### Clock wires, drivers and flops, run 1

The bar under the picture is 20 µm long.
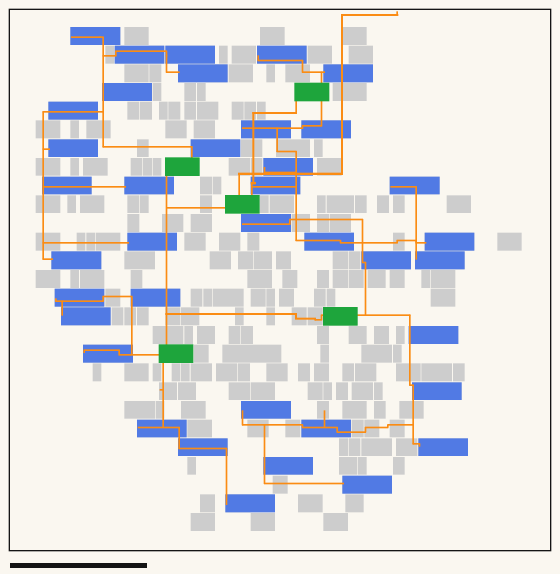
### Power grid, run 1

Pins as bars on the die edge.
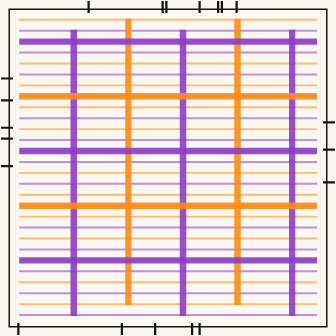
### Placement by cell class, run 1

The bar under the picture is 20 µm long.
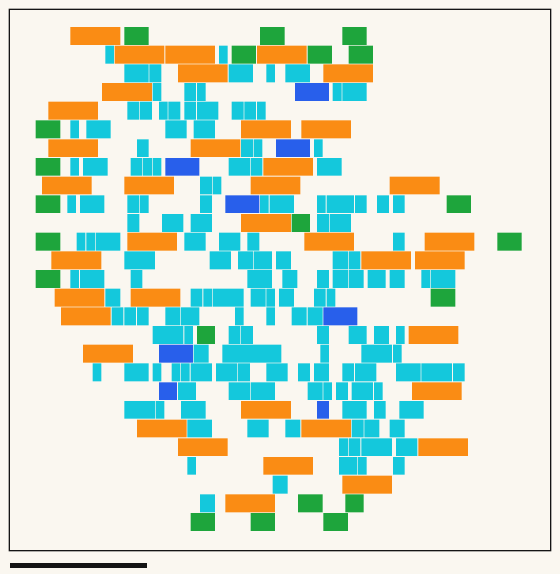
### Wiring by layer, run 1

Only two layers are drawn.
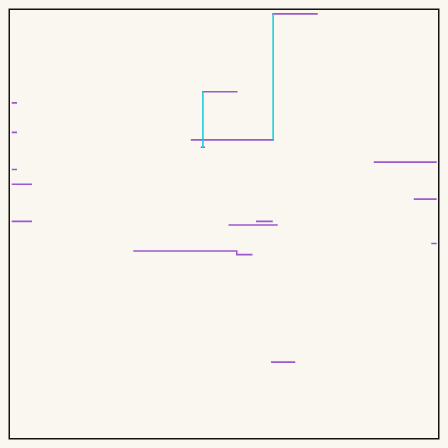
## src/rtl/uart_rx_control.sv

```systemverilog
// UART receive engine: start qualification, LSB-first data, optional parity, 1/1.5/2 stop bits.
// Optional RX_MAJORITY_VOTE_EN: 2-of-3 vote of the ticks around each bit middle.
module uart_rx_control #(
  parameter int DATA_WIDTH = 8,
  parameter int SAMPLING   = 16
) (
  input  logic                  clk,
  input  logic                  reset,
  input  logic                  bclk,
  input  logic [1:0]            parity_select,
  input  logic [1:0]            stop_select,
  input  logic                  s_data_in,
  output logic [DATA_WIDTH-1:0] p_data_out,
  output logic                  valid,
  output logic                  parity_err,
  output logic                  frame_err,
  output logic                  busy
);

  typedef enum logic [2:0] {IDLE, START, DATA, PARITY, STOP} state_t;

  localparam int TW = $clog2(SAMPLING + 1);
  localparam int BW = (DATA_WIDTH > 1) ? $clog2(DATA_WIDTH) : 1;

`ifdef RX_MAJORITY_VOTE_EN
  // Decide one tick after the middle; reload to 1 so the bit-middle reference stays put.
  localparam logic [TW-1:0] START_DEC = TW'(SAMPLING / 2);
  localparam logic [TW-1:0] BIT_DEC   = TW'(SAMPLING);
  localparam logic [TW-1:0] RELOAD    = TW'(1);
`else
  localparam logic [TW-1:0] START_DEC = TW'(SAMPLING / 2 - 1);
  localparam logic [TW-1:0] BIT_DEC   = TW'(SAMPLING - 1);
  localparam logic [TW-1:0] RELOAD    = '0;
`endif

  state_t                  state_q, state_d;
  logic                    sync1_q, sync2_q;
  logic [TW-1:0]           tick_q, tick_d;
  logic [BW-1:0]           bit_q, bit_d;
  logic [DATA_WIDTH-1:0]   shift_q, shift_d;
  logic [1:0]              par_sel_q, par_sel_d;
  logic [1:0]              stop_sel_q, stop_sel_d;
  logic                    par_bad_q, par_bad_d;
  logic                    stop_bad_q, stop_bad_d;
  logic                    stop2_q, stop2_d;
  logic [DATA_WIDTH-1:0]   data_out_q, data_out_d;
  logic                    valid_q, valid_d;
  logic                    perr_q, perr_d;
  logic                    ferr_q, ferr_d;

  logic rx_s;
  logic sample;
  logic par_en, par_odd, two_stops, exp_par, stop_bad_now;

  assign rx_s = sync2_q;

`ifdef RX_MAJORITY_VOTE_EN
  logic [1:0] hist_q, hist_d;
  always_comb begin
    hist_d = hist_q;
    if (bclk) hist_d = {hist_q[0], rx_s};
  end
  assign sample = (hist_q[1] & hist_q[0]) | (hist_q[1] & rx_s) | (hist_q[0] & rx_s);
  always_ff @(posedge clk) begin
    if (reset) hist_q <= 2'b11;
    else       hist_q <= hist_d;
  end
`else
  assign sample = rx_s;
`endif

  assign par_en       = (par_sel_q == 2'b01) || (par_sel_q == 2'b10);
  assign par_odd      = (par_sel_q == 2'b10);
  assign two_stops    = (stop_sel_q == 2'b10) || (stop_sel_q == 2'b11);
  assign exp_par      = par_odd ? ~(^shift_q) : (^shift_q);
  assign stop_bad_now = stop_bad_q | ~sample;

  always_comb begin
    state_d    = state_q;
    tick_d     = tick_q;
    bit_d      = bit_q;
    shift_d    = shift_q;
    par_sel_d  = par_sel_q;
    stop_sel_d = stop_sel_q;
    par_bad_d  = par_bad_q;
    stop_bad_d = stop_bad_q;
    stop2_d    = stop2_q;
    data_out_d = data_out_q;
    valid_d    = 1'b0;
    perr_d     = perr_q;
    ferr_d     = ferr_q;

    if (bclk) begin
      unique case (state_q)
        IDLE: begin
          if (!rx_s) begin
            state_d    = START;
            tick_d     = '0;
            par_sel_d  = parity_select;
            stop_sel_d = stop_select;
            par_bad_d  = 1'b0;
            stop_bad_d = 1'b0;
            stop2_d    = 1'b0;
          end
        end
        START: begin
          if (tick_q == START_DEC) begin
            if (sample) begin
              state_d = IDLE;
            end else begin
              state_d = DATA;
              tick_d  = RELOAD;
              bit_d   = '0;
            end
          end else begin
            tick_d = tick_q + TW'(1);
          end
        end
        DATA: begin
          if (tick_q == BIT_DEC) begin
            tick_d  = RELOAD;
            shift_d = {sample, shift_q[DATA_WIDTH-1:1]};
            if (bit_q == BW'(DATA_WIDTH - 1)) state_d = par_en ? PARITY : STOP;
            else                              bit_d   = bit_q + BW'(1);
          end else begin
            tick_d = tick_q + TW'(1);
          end
        end
        PARITY: begin
          if (tick_q == BIT_DEC) begin
            tick_d    = RELOAD;
            par_bad_d = (sample != exp_par);
            state_d   = STOP;
          end else begin
            tick_d = tick_q + TW'(1);
          end
        end
        STOP: begin
          if (tick_q == BIT_DEC) begin
            tick_d = RELOAD;
            if (two_stops && !stop2_q) begin
              stop2_d    = 1'b1;
              stop_bad_d = stop_bad_now;
            end else begin
              // Completion registers everything at this edge so IDLE is live next cycle.
              state_d    = IDLE;
              valid_d    = 1'b1;
              data_out_d = shift_q;
              perr_d     = par_bad_q;
              ferr_d     = stop_bad_now;
            end
          end else begin
            tick_d = tick_q + TW'(1);
          end
        end
        default: state_d = IDLE;
      endcase
    end
  end

  always_ff @(posedge clk) begin
    if (reset) begin
      state_q    <= IDLE;
      sync1_q    <= 1'b1;
      sync2_q    <= 1'b1;
      tick_q     <= '0;
      bit_q      <= '0;
      shift_q    <= '0;
      par_sel_q  <= '0;
      stop_sel_q <= '0;
      par_bad_q  <= 1'b0;
      stop_bad_q <= 1'b0;
      stop2_q    <= 1'b0;
      data_out_q <= '0;
      valid_q    <= 1'b0;
      perr_q     <= 1'b0;
      ferr_q     <= 1'b0;
    end else begin
      state_q    <= state_d;
      sync1_q    <= s_data_in;
      sync2_q    <= sync1_q;
      tick_q     <= tick_d;
      bit_q      <= bit_d;
      shift_q    <= shift_d;
      par_sel_q  <= par_sel_d;
      stop_sel_q <= stop_sel_d;
      par_bad_q  <= par_bad_d;
      stop_bad_q <= stop_bad_d;
      stop2_q    <= stop2_d;
      data_out_q <= data_out_d;
      valid_q    <= valid_d;
      perr_q     <= perr_d;
      ferr_q     <= ferr_d;
    end
  end

  assign p_data_out = data_out_q;
  assign valid      = valid_q;
  assign parity_err = perr_q;
  assign frame_err  = ferr_q;
  assign busy       = (state_q != IDLE);

endmodule
```

## config.mk

```make
export PLATFORM = sky130hd
export DESIGN_NAME = uart_rx_control
export DESIGN_NICKNAME = d
export VERILOG_FILES = /design/src/rtl/uart_rx_control.sv
export SDC_FILE = /design/constraint.sdc
export NUM_CORES = 1
export LEC_CHECK = 0
export CORE_MARGIN = 2
export CORE_UTILIZATION = 33
export CTS_BUF_LIST = sky130_fd_sc_hd__clkbuf_4 sky130_fd_sc_hd__clkbuf_8
export CTS_CLUSTER_SIZE = 24
export DETAILED_ROUTE_END_ITERATION = 6
export PLACE_DENSITY = 0.61
export SYNTH_ARGS = -nofsm -noshare
export SYNTH_HDL_FRONTEND = slang
export SYNTH_SLANG_ARGS = --single-unit
```

## constraint.sdc

```tcl
create_clock -name clk -period 3.21 [get_ports clk]
set_input_delay 0.642 -clock clk [delete_from_list [all_inputs] [get_ports clk]]
set_output_delay 0.642 -clock clk [all_outputs]
set_load 0.03 [all_outputs]
```

==> Slide: Implementation Results, run 1 <==
Key Metrics from the Run

STA
  • Worst Tran Pin Value: 0.5236 ns
  • Final setup margin: 0.8041 ns
  • Post-layout min period: 2.406 ns
  • Final period utilization: 74.95%
  • Clock Skews: 0.009920 ns

Cells and area
  • Biggest Area Class: multi-input combinational cells
  • Fillers: 565
  • Finished Layout Cells: 298
  • Antenna cell count: 0
  • Finished Core Util: 40.07%
  • Flop count: 38
  • Most common logic cell in the routed design: dfxtp_1

Placed design
  • DPL Wire Length: 2.472 mm

GRT
  • Global Route met3 Usage: 3.563%

Worst setup path
  • Worst Path Required: 2.57 ns
  • Crit end category: primary output

Synth
  • Post-synthesis async set-or-reset flop share: 0%
  • Post-synth top area cell: dfxtp_1
  • Synth warn: 0

Power
  • Peak VDD IR: 0.1790 mV
  • NetSw: 0.3355 mW
  • Pwr top: sequential cells
  • Reported combinational group power: 0.228 mW
  • Switching Share: 30.74%

Flow run
  • Max Cap Violations: 0
  • Tool Warnings: 27

CTS
  • CTS tree: built
  • Setup bufs post-CTS: 0

Run status
  • Outcome: completed

Worst hold path
  • Hold wc startpoint: sync1_q

Die
  • Die Wd: 78.58 µm
  • Cell row count: 27

Detailed routing
  • Vias: 1,480
Back to the opening pictures, 'Clock wires, drivers and flops':
legend:
  blue:
    item: flip-flops
    count: 38
  green:
    item: cells driving clock nets
    count: 5
  orange:
    item: clock wires
    length: 531 µm
flops lie: spread over the die

Back to the opening pictures, 'Power grid':
legend:
  purple:
    net: VSS
  orange:
    net: VDD
met5 straps: 5
signal pins: 20

Back to the opening pictures, 'Placement by cell class':
legend:
  orange:
    class: flip-flops
    cells: 38
    share_of_their_area: 36%
  blue:
    class: clock drivers and dummy loads
    cells: 8
    share_of_their_area: 4.6%
  cyan:
    class: all other logic
    cells: 159
    share_of_their_area: 49%
  green:
    class: other buffers and delay cells
    cells: 21
    share_of_their_area: 9.7%

Back to the opening pictures, 'Wiring by layer':
legend:
  purple:
    layer: met3
    wire_length: 92.2 µm
  cyan:
    layer: met4
    wire_length: 33.3 µm

--- run 2 (diff from run 1) ---
- PLACE_DENSITY: 0.61 -> 0.63
- clock period: 3.21 -> 2.08 ns (I/O delays scaled with it)
### Clock wires, drivers and flops, run 2

The bar under the picture is 20 µm long.
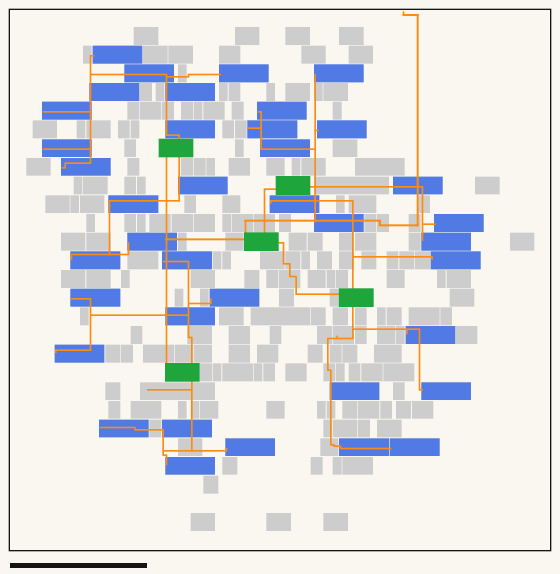
legend:
  orange:
    item: clock wires
    length: 497 µm
  green:
    item: cells driving clock nets
    count: 5
  blue:
    item: flip-flops
    count: 38
routed clock nets: 6

==> run 2 against run 1 <==
Critical path type unchanged; largest cell class unchanged; largest power group unchanged; clock power up 120%; power increased by 75%; combinational power grew 61%; critical endpoint unchanged.
==> Slide: Implementation Results, run 2 <==
Key Metrics from the Run

Run status
  • Outcome: completed

Detailed routing
  • Drt via density: 4.894
  • WL final: 3.775 mm
  • Vias: 1,478 (-0.14%)

Flow run
  • Tool Warnings: 27 (unchanged)
  • Max Cap Violations: 0 (unchanged)

STA
  • Hold Vio Cnt, Final: 0
  • Clock Skews: 0.009669 ns (-0.0002507 ns)
  • Worst Tran Pin Value: 0.4235 ns (-0.1001 ns)
  • Final period utilization: 92.57%
  • Post-layout min period: 1.925 ns

Worst setup path
  • Worst Path Required: 1.66 ns (-0.91 ns)
  • Worst setup path class: reg -> out
  • CP top delay family: flip-flops
  • Worst Setup SP: state_q[1]
  • Crit Reg-Reg Startpoint: state_q[1]

Power
  • Peak VDD IR: 0.3041 mV (+70%)
  • Switching Share: 27.69% (-3.1 points)
  • NetSw: 0.5292 mW (+58%)
  • Int Power: 1.382 mW
  • Pwr top: sequential cells
  • Reported combinational group power: 0.366 mW (+61%)

Cells and area
  • Fillers: 533 (-5.7%)
  • Nets: 242
  • Finished Layout Cells: 302 (+1.3%)
  • Biggest Area Class: multi-input combinational cells
  • Antenna cell count: 0 (unchanged)
  • Finished Core Util: 41.64% (+1.6 points)
  • Most common logic cell in the routed design: dfxtp_1
  • Flop count: 38 (unchanged)
  • Buffers excl. clock: 25

Placed design
  • Routability cong.: 0.7921

Synth
  • Register share after synthesis: 41.45%
  • Main area contributors: dfxtp_1 41%, mux2i_1 8.7%, nor2_1 5.3%
  • Post-synth top area cell: dfxtp_1
  • Post-synthesis async set-or-reset flop share: 0% (unchanged)
  • Dominant kind of combinational cell: simple AND/OR/NAND/NOR gates
  • Synth warn: 0 (unchanged)
  • Synthesis area per yosys: 0.001836 mm²

CTS
  • Setup bufs post-CTS: 0 (unchanged)
  • Clk sink count: 38
  • CTS tree: built

GRT
  • GR Util met2: 20.51%
  • Global Route met3 Usage: 3.563% (unchanged)
  • Global route hottest layer: met2

Die
  • Cell row count: 27 (unchanged)
  • Total die size: 0.006175 mm²
  • Die Wd: 78.58 µm (unchanged)

Worst hold path
  • Hold wc startpoint: sync1_q
No activity file was given, so power comes from the tool's default toggle rates.
